power_grid.png
Scale bar: 20 um. Pins as bars on the die edge.
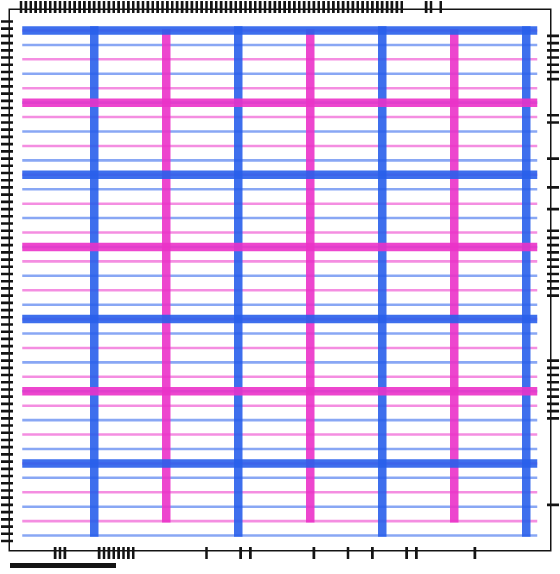
placement_by_type.png
Scale bar: 20 um.
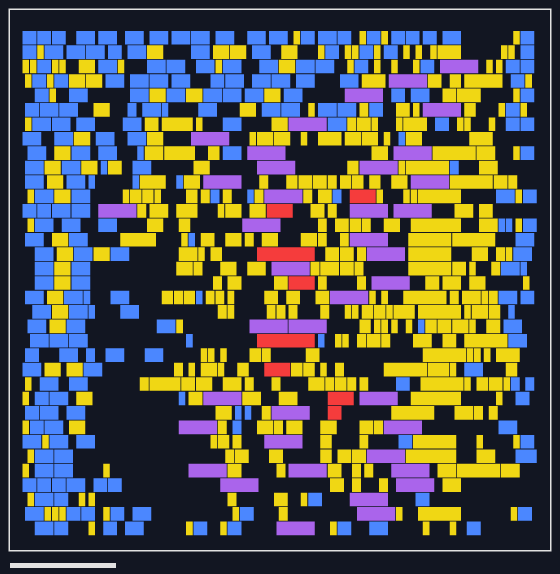
clk_routes.png
Scale bar: 20 um.
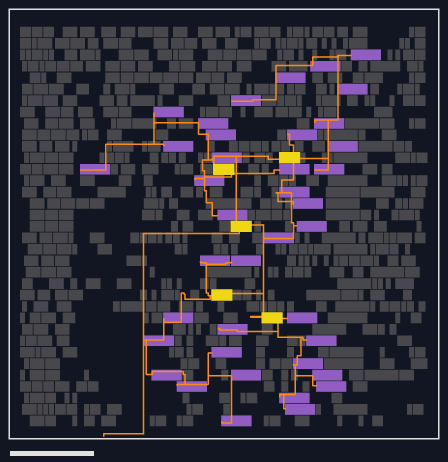
**src/rtl/regfile_wb_scoreboard.sv**
```systemverilog
// Writeback arbiter, regfile write port and pending-register scoreboard.
// Define REGFILE_WB_BYPASS_EN to forward same-cycle writebacks to decode operands.
`timescale 1ns/1ps
module regfile_wb_scoreboard #(
    parameter int NSRC          = 2,
    parameter bit RR_EN_DEFAULT = 1'b1
) (
    input  logic                 clk,
    input  logic                 rst,
    input  logic                 issue_valid,
    input  logic [4:0]           issue_rs,
    input  logic [4:0]           issue_rt,
    input  logic [4:0]           issue_rd,
    output logic                 issue_stall,
    input  logic [NSRC-1:0]      wb_valid,
    input  logic [NSRC*5-1:0]    wb_rd,
    input  logic [NSRC*32-1:0]   wb_data,
    output logic [NSRC-1:0]      wb_ready,
    output logic [4:0]           rf_rd,
    output logic [31:0]          rf_wdata,
    output logic [5:0]           pend_cnt,
    output logic                 wb_err,
    output logic                 fwd_rs_sel,
    output logic                 fwd_rt_sel,
    output logic [31:0]          fwd_rs_data,
    output logic [31:0]          fwd_rt_data
);
    localparam int PW = (NSRC > 1) ? $clog2(NSRC) : 1;

    logic [31:1]   pend_q;
    logic [31:0]   pend_vec;
    logic [PW-1:0] rr_ptr;
    logic [5:0]    cnt_q;
    logic          err_q;

    // Register 0 never becomes pending, so busy(r) is just a lookup.
    assign pend_vec = {pend_q, 1'b0};

    // Handshake: a requester raises wb_valid[i] and holds wb_rd/wb_data stable;
    // the transfer happens at the rising edge where wb_valid[i] & wb_ready[i].
    logic [NSRC-1:0] gnt;
    logic            gnt_any;
    logic [PW-1:0]   gnt_idx;
    logic [4:0]      g_rd;
    logic [31:0]     g_data;

    always_comb begin : arb
        int            src_i;
        logic [PW-1:0] src;
        gnt     = '0;
        gnt_any = 1'b0;
        gnt_idx = '0;
        src_i   = 0;
        src     = '0;
        for (int k = 0; k < NSRC; k++) begin
            if (RR_EN_DEFAULT) src_i = (int'(rr_ptr) + k) % NSRC;
            else               src_i = k;
            src = PW'(src_i);
            if (!rst && !gnt_any && wb_valid[src]) begin
                gnt_any  = 1'b1;
                gnt[src] = 1'b1;
                gnt_idx  = src;
            end
        end
    end

    always_comb begin : wsel
        g_rd   = '0;
        g_data = '0;
        for (int k = 0; k < NSRC; k++) begin
            if (gnt[k]) begin
                g_rd   = wb_rd[k*5 +: 5];
                g_data = wb_data[k*32 +: 32];
            end
        end
    end

    assign wb_ready = gnt;
    assign rf_rd    = g_rd;
    assign rf_wdata = g_data;

    logic rs_busy, rt_busy, rd_busy, rs_fwd, rt_fwd;
    assign rs_busy = pend_vec[issue_rs];
    assign rt_busy = pend_vec[issue_rt];
    assign rd_busy = pend_vec[issue_rd];

`ifdef REGFILE_WB_BYPASS_EN
    // An operand whose pending write lands this cycle is taken from the write port.
    assign rs_fwd = rs_busy & gnt_any & (g_rd == issue_rs);
    assign rt_fwd = rt_busy & gnt_any & (g_rd == issue_rt);
`else
    assign rs_fwd = 1'b0;
    assign rt_fwd = 1'b0;
`endif

    assign fwd_rs_sel  = rs_fwd;
    assign fwd_rt_sel  = rt_fwd;
    assign fwd_rs_data = rs_fwd ? g_data : 32'd0;
    assign fwd_rt_data = rt_fwd ? g_data : 32'd0;

    // rd is checked without forwarding: a WAW must wait for the clear to land.
    assign issue_stall = !rst && issue_valid &&
                         ((rs_busy && !rs_fwd) || (rt_busy && !rt_fwd) || rd_busy);

    logic set, clr, err_set;
    assign set     = issue_valid && !issue_stall && (issue_rd != 5'd0);
    assign clr     = gnt_any && (g_rd != 5'd0) && pend_vec[g_rd];
    assign err_set = gnt_any && (g_rd != 5'd0) && !pend_vec[g_rd];

    always_ff @(posedge clk) begin
        if (rst) begin
            pend_q <= '0;
            rr_ptr <= '0;
            cnt_q  <= '0;
            err_q  <= 1'b0;
        end else begin
            for (int r = 1; r < 32; r++) begin
                if (set && issue_rd == 5'(r))  pend_q[r] <= 1'b1;
                else if (clr && g_rd == 5'(r)) pend_q[r] <= 1'b0;
            end
            cnt_q <= cnt_q + {5'd0, set} - {5'd0, clr};
            if (err_set) err_q <= 1'b1;
            if (RR_EN_DEFAULT && gnt_any) rr_ptr <= PW'((int'(gnt_idx) + 1) % NSRC);
        end
    end

    assign pend_cnt = cnt_q;
    assign wb_err   = err_q;
endmodule

```
**config.mk**
```make
export PLATFORM = sky130hd
export DESIGN_NAME = regfile_wb_scoreboard
export DESIGN_NICKNAME = d
export VERILOG_FILES = /design/src/rtl/regfile_wb_scoreboard.sv
export SDC_FILE = /design/constraint.sdc
export NUM_CORES = 1
export LEC_CHECK = 0
export CORE_MARGIN = 2
export CORE_UTILIZATION = 41
export DETAILED_ROUTE_END_ITERATION = 7
export GPL_TIMING_DRIVEN = 0
export PLACE_DENSITY = 0.82
export RECOVER_POWER = 100
export SYNTH_ARGS = -nofsm -noshare
export SYNTH_HDL_FRONTEND = slang
export SYNTH_SLANG_ARGS = --single-unit
```
**constraint.sdc**
```tcl
create_clock -name clk -period 5.3 [get_ports clk]
set_input_delay 0.53 -clock clk [delete_from_list [all_inputs] [get_ports clk]]
set_output_delay 0.53 -clock clk [all_outputs]
set_load 0.01 [all_outputs]
```
==> Slide: Implementation Results <==
Flow Results at a Glance

Global route
  • Total global routing track utilization: 28.84%
  • Met3 usage: 5.797%
  • M1 GR Usage: 34.53%
  • Largest net degree at the start of global routing: 14
  • Vias in the first global route: 4110
  • GRT overflow: 0
  • Grt peak-use layer: met2
  • GR Util met2: 50.91%
  • Antenna violations before repair: 2
  • First-pass GRT wire length: 22.58 mm

Synth
  • Synth Seq Share: 19.92%
  • Seq cells post-synth: 39
  • Asr flop ratio synth: 0%
  • # Cells Yosys: 444
  • Synthesized cell area: 3920 sq um
  • YS chip area: 3920 sq um
  • Top cells by count: buf_4, dfxtp_1, a22o_1, o21ai_0, nand2_1
  • Post-Syn Area per Cell: 8.829 sq um
  • Dominant register cell: dfxtp_1
  • Synth Instances: 444
  • Yosys warns: 0
  • Area leader share: 19.92%
  • Post-synth top area cell: dfxtp_1
  • EDFF count, synth: 0
  • Distinct lib cells: 71
  • Cell area leaders: dfxtp_1, buf_4, mux4_2
  • Top-count cell post-synth: buf_4

Worst setup path
  • Reg2reg setup slack: 920 ps
  • Cell mode on critical path: a21o_1
  • Crit Reg-Reg Endpoint: pend_cnt[5]
  • Bufs and invs on worst path: 4
  • Crit. End Element: register
  • Worst-path cell chain: dlygate4sd3_1 -> a21boi_4 -> a32oi_2 -> or2_0 -> clkbuf_1 -> a2111oi_0 -> or4_1 -> buf_2 -> a211oi_1 -> or2_0 -> ha_1 -> inv_1 -> ha_1 -> a21o_1 -> a21o_1 -> a21o_1 -> a21oi_1 -> xnor2_1 -> nor2_1
  • Worst endpoint required time: 5480 ps
  • Crit-path slowest cell: dlygate4sd3_1
  • CP Max Fanout: 9
  • Crit-path leading delay family: AND-OR/OR-AND gates
  • Critical path class: in2reg
  • Depth of the most critical reg-to-reg path: 18
  • Critical path arrival: 5020 ps
  • Worst path max stage delay: 620 ps
  • Worst setup SP type: input pin

Final timing
  • # setup viols final: 0
  • Worst Max-Slew Pin Slew: 920.5 ps
  • Fmax achieved: 206.8 MHz
  • Fin. Hold Viols: 0
  • Setup TNS: 0 ps
  • Slew HR: 37.99%
  • Min Tclk post-route: 4835 ps
  • Fin crit share: 91.23%
  • Max-slew violation count: 0
  • RSZ-0062 raised after global routing: no

Min path
  • Hold worst-path end: wb_err
  • Worst Hold Class: reg2reg
  • Hold_sp: wb_err
  • Hold Path Cell Cnt: 2

Cells and area
  • Layout Cells excl Fill: 779
  • Layout area overhead: 46.44%
  • Layout cells sized above 1: 17.59%
  • Final Net Count: 748
  • Filler cells: 796

Placement
  • Final GP Congestion: 0.9320
  • Detailed Place HPWL: 12.43 mm
  • Placed cells: 769
  • IO Port Bufs: 131

Run
  • Max Cap Viol: 0
  • Tool warnings: 26

Clock tree
  • # H-tree levels: 2
  • Setup Buffers After CTS: 0
  • Clock transition at the registers of the reported paths: 80 ps
  • Root Buffer: clkbuf_8
  • Sink Count: 39
  • Hold_buf cts: 0
  • CTS buffer count: 5
  • Clk buf depth: 2
  • CTS tree: done
  • Post-cts resize count: 0

Power and ir drop
  • P per Cell Area: 204.2 nW/um^2
  • Total power: 0.001172 W
  • Lkg Pwr: 2.451 nW

Die
  • Die Span X: 101.8 um
  • Initial Utilization: 42.42%
  • Die area: 10360 sq um
  • Io pins: 207

Status
  • Outcome: finished, final reports clean

Drt
  • Wire length per cell: 19.73 um
  • Post-route ant nets: 0
  • Initial DRT Pass Iterations: 6
  • Via count: 4359
  • DRC violations left: 0
  • Post-DR vias/cell: 5.596
  • Detailed-route wire length: 15.37 mm
  • Iteration-0 DRC Markers: 419
Notes on power_grid.png above:
- magenta: VDD
- blue: VSS
- rows: 35
- met1 rails: 36
- met5 straps: 7
- met4 straps: 7
- signal pins: 207
Die Ht: 101.8 um
core footprint: 9240 sq um
Worst VDD drop: 0.1195 mV

Notes on placement_by_type.png above:
- blue: other buffers and delay cells (cells 229)
- purple: flops (cells 39)
- red: clock drivers and dummy loads (cells 8)
- yellow: combinational and other logic (cells 372)
fin area: 5741 sq um
Site Rows: 35
Post-Route Utilization: 62.13%
Seq area share: 13.60%

Notes on clk_routes.png above:
- purple: flip-flops (count 39)
- orange: clock wires (length 572 um)
- yellow: clock drivers (count 5)
- routed clock nets: 6
Clk pwr share: 26.2%
clk_lat worst skew: 310 ps
Clock Skew: 13.27 ps
Clk power: 0.000307 W

==> cell usage in the layout (no fill, tap or decap), types with 6 or more instances in the layout <==
master and n:
conb_1 66, a22o_1 32, nor2b_1 7, buf_4 67, buf_2 7, nand3_1 13, mux4_2 18, clkbuf_1 21
nor2_1 13, nor3_1 8, dfxtp_1 39, a21oi_1 7, o21ai_0 33, inv_1 15, nand2_1 23, clkdlybuf4s50_1 86
dlygate4sd3_1 45, ha_1 6, mux2i_1 17, o211ai_1 21
==> worst register-to-register path, delay by kind of cell (launching register included) <==
| kind | cells | cell delay, ps |
|---|---|---|
| xor gates and xnor gates | 1 | 140 |
| AOI/OAI and AO/OA | 7 | 1690 |
| buffers and inverters | 3 | 590 |
| adders and majority gates | 2 | 430 |
| DFF | 1 | 360 |
| and+or+nand+nor | 5 | 1050 |
==> cell type report <==
cell class                 count  area [sq um]  share of cell area [%]
buffer                        98         636.9                   11.09
multi-input combinational    355          2645                   46.08
clock inverter                 3         67.56                   1.177
sequential                    39         780.7                   13.60
antenna                        2         5.005                 0.08718
timing repair buffer         131          1311                   22.84
inverter                      17         63.81                   1.112
clock buffer                   5         68.82                   1.199
tap                          129         161.4                   2.812
==> routing by layer <==
metal / up-vias / routed length (um)
met3: 30 / 1488
met4: 0 / 418
met2: 294 / 7964
li1: 1987 / -
met5: - / 0
met1: 2048 / 5501
==> where the power goes <==
group	switching (W)	internal (W)	total (W)
Clock	0.000119	0.000188	0.000307
Sequential	0.0000196	0.000317	0.000336
Combinational	0.000260	0.000268	0.000529
Total	0.000399	0.000773	0.00117
==> stage by stage <==
stage	hold WS, ps	utilization (%)	instance area, sq um	setup slack [ps]
3_5_place_dp	463.7	61.00	5637	414.4
5_1_grt	494.7	62.13	5741	234.3
2_1_floorplan	476.1	-	4164	1436
6_report	473.0	62.13	5741	464.6
4_1_cts	475.8	62.48	5773	717.5
3_3_place_gp	450.4	61.00	5637	450.9
==> logic make-up (layout without fill, tap and decap cells) <==
family	Yosys count	in the layout	share of synthesized area [%]
flops	39	39	19.92
compound gates	142	142	28.12
mux	39	39	16.98
simple gates	96	96	13.47
xor+xnor	5	5	1.117
fa+ha+maj	7	7	2.426
buf+inv	115	254	17.87
other cells	1	68	0.09566
==> worst max-delay path by stage <==
stage                      startpoint           to  slack, ps  cells after the start
after floorplan           wb_valid[1]  pend_cnt[5]       1440                     19
after global placement    wb_valid[0]  pend_cnt[5]        450                     19
after detailed placement  wb_valid[0]  pend_cnt[5]        410                     19
after CTS                 wb_valid[0]  pend_cnt[5]        720                     19
after global routing      wb_valid[0]  pend_cnt[5]        230                     19
final                     wb_valid[0]  pend_cnt[5]        460                     19
==> flip-flops by register name (all words and copies together) (netlist names), named ones only <==
| name | flops |
|---|---|
| pend_cnt | 6 |
| pend_q | 31 |
| wb_err | 1 |
No activity file was given, so power comes from the tool's default toggle rates.
